**Pin placement**

Pins as bars across the die edge, other pins in gray.
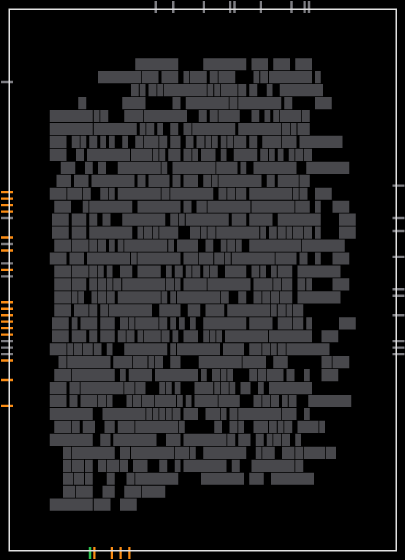
**The clock network**

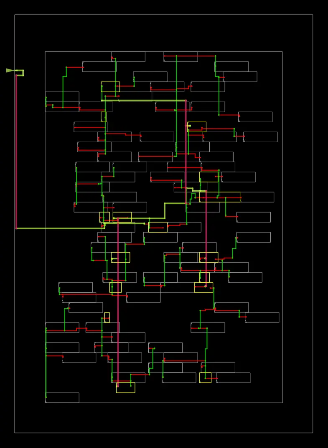
**Sequential cells colored by netlist name**

Scale bar: 20 um. Other sequential cells in the stronger gray, the rest of the logic in the fainter gray.
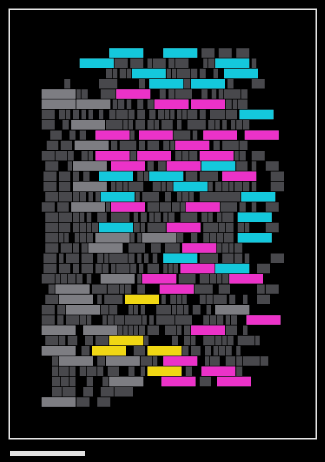
**Logic cells by family**

Scale bar: 20 um.
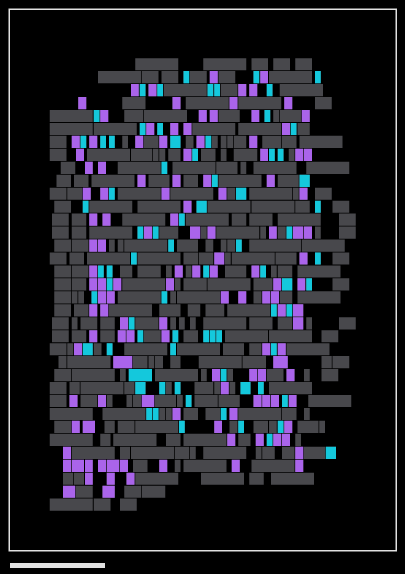
==> src/rtl/bcd_convert_sequencer_pkg.sv <==
// Shared definitions for the sequential binary-to-BCD converter: FSM encoding,
// digit width and the sizing helper for the internal BCD accumulator.
package bcd_convert_sequencer_pkg;

    localparam int DIGIT_W = 4;

    typedef enum logic [1:0] {
        ST_IDLE  = 2'd0,
        ST_SHIFT = 2'd1,
        ST_DONE  = 2'd2
    } state_e;

    // Each decimal digit covers a little over 3 binary bits, so ceil(bin_w/3)
    // digits always hold the largest input value without overflow.
    function automatic int int_digits(input int bin_w);
        return (bin_w + 2) / 3;
    endfunction

endpackage

==> src/rtl/bcd_convert_sequencer_adj3.sv <==
// Double-dabble correction cell: a BCD digit of 5 or more gets +3 before the
// shift so that it carries correctly into the next digit.
module bcd_digit_adj3
    import bcd_convert_sequencer_pkg::*;
(
    input  logic [DIGIT_W-1:0] digit_i,
    output logic [DIGIT_W-1:0] digit_o
);

    assign digit_o = (digit_i >= 4'd5) ? digit_i + 4'd3 : digit_i;

endmodule

==> src/rtl/bcd_convert_sequencer.sv <==
// Sequential binary-to-BCD converter, one input bit per clock (shift-and-add-3),
// with valid/ready handshakes on both sides and one conversion in flight.
module bcd_convert_sequencer
    import bcd_convert_sequencer_pkg::*;
#(
    parameter int BIN_W  = 20,
    parameter int DIGITS = 5
) (
    input  logic                    clk,
    input  logic                    reset,
    input  logic                    in_valid,
    output logic                    in_ready,
    input  logic [BIN_W-1:0]        binary_in,
    output logic                    out_valid,
    input  logic                    out_ready,
    output logic [DIGIT_W*DIGITS-1:0] bcd_out,
    output logic                    ovf,
    output logic                    busy
);

    localparam int INT_DIGITS = int_digits(BIN_W);
    localparam int ACC_W      = DIGIT_W * INT_DIGITS;
    localparam int OUT_W      = DIGIT_W * DIGITS;
    localparam int CNT_W      = $clog2(BIN_W);

    state_e             state_q, state_d;
    logic [BIN_W-1:0]   shift_q, shift_d;
    logic [ACC_W-1:0]   acc_q,   acc_d;
    logic [CNT_W-1:0]   cnt_q,   cnt_d;
    logic [OUT_W-1:0]   bcd_q,   bcd_d;
    logic               ovf_q,   ovf_d;

    logic [ACC_W-1:0]       acc_adj;
    logic [ACC_W+BIN_W-1:0] cat_shifted;
    logic [ACC_W-1:0]       acc_shifted;
    logic [BIN_W-1:0]       bin_shifted;
    logic                   ovf_next;

    for (genvar g = 0; g < INT_DIGITS; g++) begin : g_adj
        bcd_digit_adj3 u_adj (
            .digit_i (acc_q[g*DIGIT_W +: DIGIT_W]),
            .digit_o (acc_adj[g*DIGIT_W +: DIGIT_W])
        );
    end

    assign cat_shifted = {acc_adj, shift_q} << 1;
    assign acc_shifted = cat_shifted[ACC_W+BIN_W-1:BIN_W];
    assign bin_shifted = cat_shifted[BIN_W-1:0];

    // Digits above the presented ones only feed the overflow flag.
    if (INT_DIGITS > DIGITS) begin : g_ovf
        assign ovf_next = |acc_shifted[ACC_W-1:OUT_W];
    end else begin : g_no_ovf
        assign ovf_next = 1'b0;
    end

    always_comb begin
        // NOTE: every next-state signal gets its hold value first, so no path leaves one unassigned and no latch is inferred.
        state_d = state_q;
        shift_d = shift_q;
        acc_d   = acc_q;
        cnt_d   = cnt_q;
        bcd_d   = bcd_q;
        ovf_d   = ovf_q;
        unique case (state_q)
            ST_IDLE: begin
                if (in_valid) begin
                    shift_d = binary_in;
                    acc_d   = '0;
                    cnt_d   = CNT_W'(BIN_W - 1);
                    state_d = ST_SHIFT;
                end
            end
            ST_SHIFT: begin
                acc_d   = acc_shifted;
                shift_d = bin_shifted;
                if (cnt_q == '0) begin
                    bcd_d   = OUT_W'(acc_shifted);
                    ovf_d   = ovf_next;
                    state_d = ST_DONE;
                end else begin
                    cnt_d = cnt_q - 1'b1;
                end
            end
            ST_DONE: begin
                if (out_ready) begin
                    state_d = ST_IDLE;
                end
            end
            default: state_d = ST_IDLE;
        endcase
    end

    // NOTE: sequential state uses non-blocking assignments so every register samples pre-edge values.
    always_ff @(posedge clk or posedge reset) begin
        if (reset) begin
            state_q <= ST_IDLE;
            shift_q <= '0;
            acc_q   <= '0;
            cnt_q   <= '0;
            bcd_q   <= '0;
            ovf_q   <= 1'b0;
        end else begin
            state_q <= state_d;
            shift_q <= shift_d;
            acc_q   <= acc_d;
            cnt_q   <= cnt_d;
            bcd_q   <= bcd_d;
            ovf_q   <= ovf_d;
        end
    end

    assign in_ready  = (state_q == ST_IDLE);
    assign out_valid = (state_q == ST_DONE);
    assign busy      = (state_q == ST_SHIFT);
    assign bcd_out   = bcd_q;
    assign ovf       = ovf_q;

endmodule

==> config.mk <==
export PLATFORM = sky130hd
export DESIGN_NAME = bcd_convert_sequencer
export DESIGN_NICKNAME = d
export VERILOG_FILES = /design/src/rtl/bcd_convert_sequencer_pkg.sv /design/src/rtl/bcd_convert_sequencer_adj3.sv /design/src/rtl/bcd_convert_sequencer.sv
export SDC_FILE = /design/constraint.sdc
export NUM_CORES = 1
export LEC_CHECK = 0
export ABC_CLOCK_PERIOD_IN_PS = 5200
export CAP_MARGIN = 20
export CORE_ASPECT_RATIO = 1.5
export CORE_MARGIN = 8
export CORE_UTILIZATION = 60
export DETAILED_ROUTE_END_ITERATION = 6
export GPL_TIMING_DRIVEN = 0
export MAX_ROUTING_LAYER = met4
export PLACE_DENSITY = 0.92
export SYNTH_ARGS = -nofsm -noshare
export SYNTH_HDL_FRONTEND = slang
export SYNTH_SLANG_ARGS = --single-unit
==> constraint.sdc <==
create_clock -name clk -period 5.2 [get_ports clk]
set_input_delay 0.52 -clock clk [delete_from_list [all_inputs] [get_ports clk]]
set_output_delay 0.52 -clock clk [all_outputs]
set_load 0.1 [all_outputs]
==> flow_metrics.env <==
# physical design summary
export IMPL_clkCellAreaFrac_pct=4.27
export IMPL_ys_sh_mux_pct=1.72
export IMPL_reg2regPathDepth=7
export IMPL_avgViaCountPerCell=5.82
export IMPL_end_kind="output port"
export IMPL_dpl_cell_area_um2=4350
export IMPL_ys_flops=76
export IMPL_critical_path_arrival_ps=2640
export IMPL_status="completed"
export IMPL_post_place_ws_ps=2420
export IMPL_synth_top_cell_by_area="dfrtp_1"
export IMPL_rrSetupSlack_ps=3280
export IMPL_dr_pass1_iters=4
export IMPL_grt_first_pass_wirelength_um=15100
export IMPL_drt_iter0_drc=227
export IMPL_grt_overflow=0
export IMPL_num_clock_buffers=11
export IMPL_core_area_um2=6130
export IMPL_n_all_inverters=19
export IMPL_min_path_type="reg -> reg"
export IMPL_whs_ps=478
export IMPL_netlist_instances=409
export IMPL_fillers=449
export IMPL_design_area_um2=4540
export IMPL_maxSlewViolCount=0
export IMPL_n_antenna_cell=0
export IMPL_period_minus_slack_ps=3160
export IMPL_yosysTopAreaCellShare_pct=50.1
export IMPL_worst_slack_ps=2040
export IMPL_antenna_found_initial=0
export IMPL_cts_root_buf="clkbuf_8"
export IMPL_final_hold_viol_count=0
export IMPL_cts_made_buffers=9
export IMPL_r2r_start="cnt_q[0]"
export IMPL_warning_count=33
export IMPL_grt_max_degree=77
export IMPL_synthDistinctLibCells=35
Notes on 'pin placement' above:
`busy` -> green  # pins 1, direction output, edge bottom
`binary_in` -> orange  # pins 20, direction input, edge 16 left, 4 bottom
all pins by edge = 24 left, 10 right, 9 top, 5 bottom

Notes on 'the clock network' above:
clock sinks: 76

Notes on 'sequential cells colored by netlist name' above:
`bcd_out` -> cyan  # placed flops 20
`cnt_q` -> yellow  # placed flops 5, where bottom center
`acc_q` -> magenta  # placed flops 28

Notes on 'logic cells by family' above:
NAND gates -> cyan  # cells 75
inverting AOI/OAI gates -> purple  # cells 126

-- routing by layer --
metal,vias up,wire [um],GRT usage (%)
li1,1516,-,-
met5,-,0,-
met3,22,345,4.25
met4,0,223,9.82
met1,1550,3710,24.7
met2,82,4550,34.5
-- worst max path at each step --
stage,from,to,slack [ps],cells after the start
final,state_q[0],in_ready,2040,5
after global routing,state_q[0],in_ready,1910,5
after detailed placement,state_q[0],in_ready,2420,5
after CTS,state_q[0],in_ready,2020,5
after floorplan,state_q[0],in_ready,2550,4
after global placement,reset,shift_q[11],1610,2
-- sequential cells by signal, summed over array words and instances (netlist names) --
| name | count |
|---|---|
| state_q | 2 |
| ovf | 1 |
| acc_q | 28 |
| shift_q | 20 |
| bcd_out | 20 |
| cnt_q | 5 |
-- worst max-delay path, cell delays in order, from the launching register on --
cell and delay (ps):
dfrtp_1 370, clkbuf_2 170, buf_2 210, clkbuf_1 230, nor2_1 160, clkdlybuf4s50_1 1140
-- kinds of logic (layout without fill, tap and decap cells) --
| logic type | after synthesis | after routing |
|---|---|---|
| buf+inv | 39 | 101 |
| simple gates | 136 | 136 |
| xor+xnor | 9 | 9 |
| fa+ha+maj | 15 | 15 |
| flops | 76 | 76 |
| mux | 6 | 6 |
| compound gates | 128 | 128 |
-- cell usage in the layout (no fill, tap or decap), drive strengths merged, types with 7 or more instances in the layout --
master,instances
o21ai,77
dfrtp,76
nand2,65
clkdlybuf4s50,46
a21oi,36
clkbuf,26
inv,19
nor2,17
ha,15
and3b,12
nand2b,10
xnor2,8
nor3b,8
nor2b,7
nor3,7
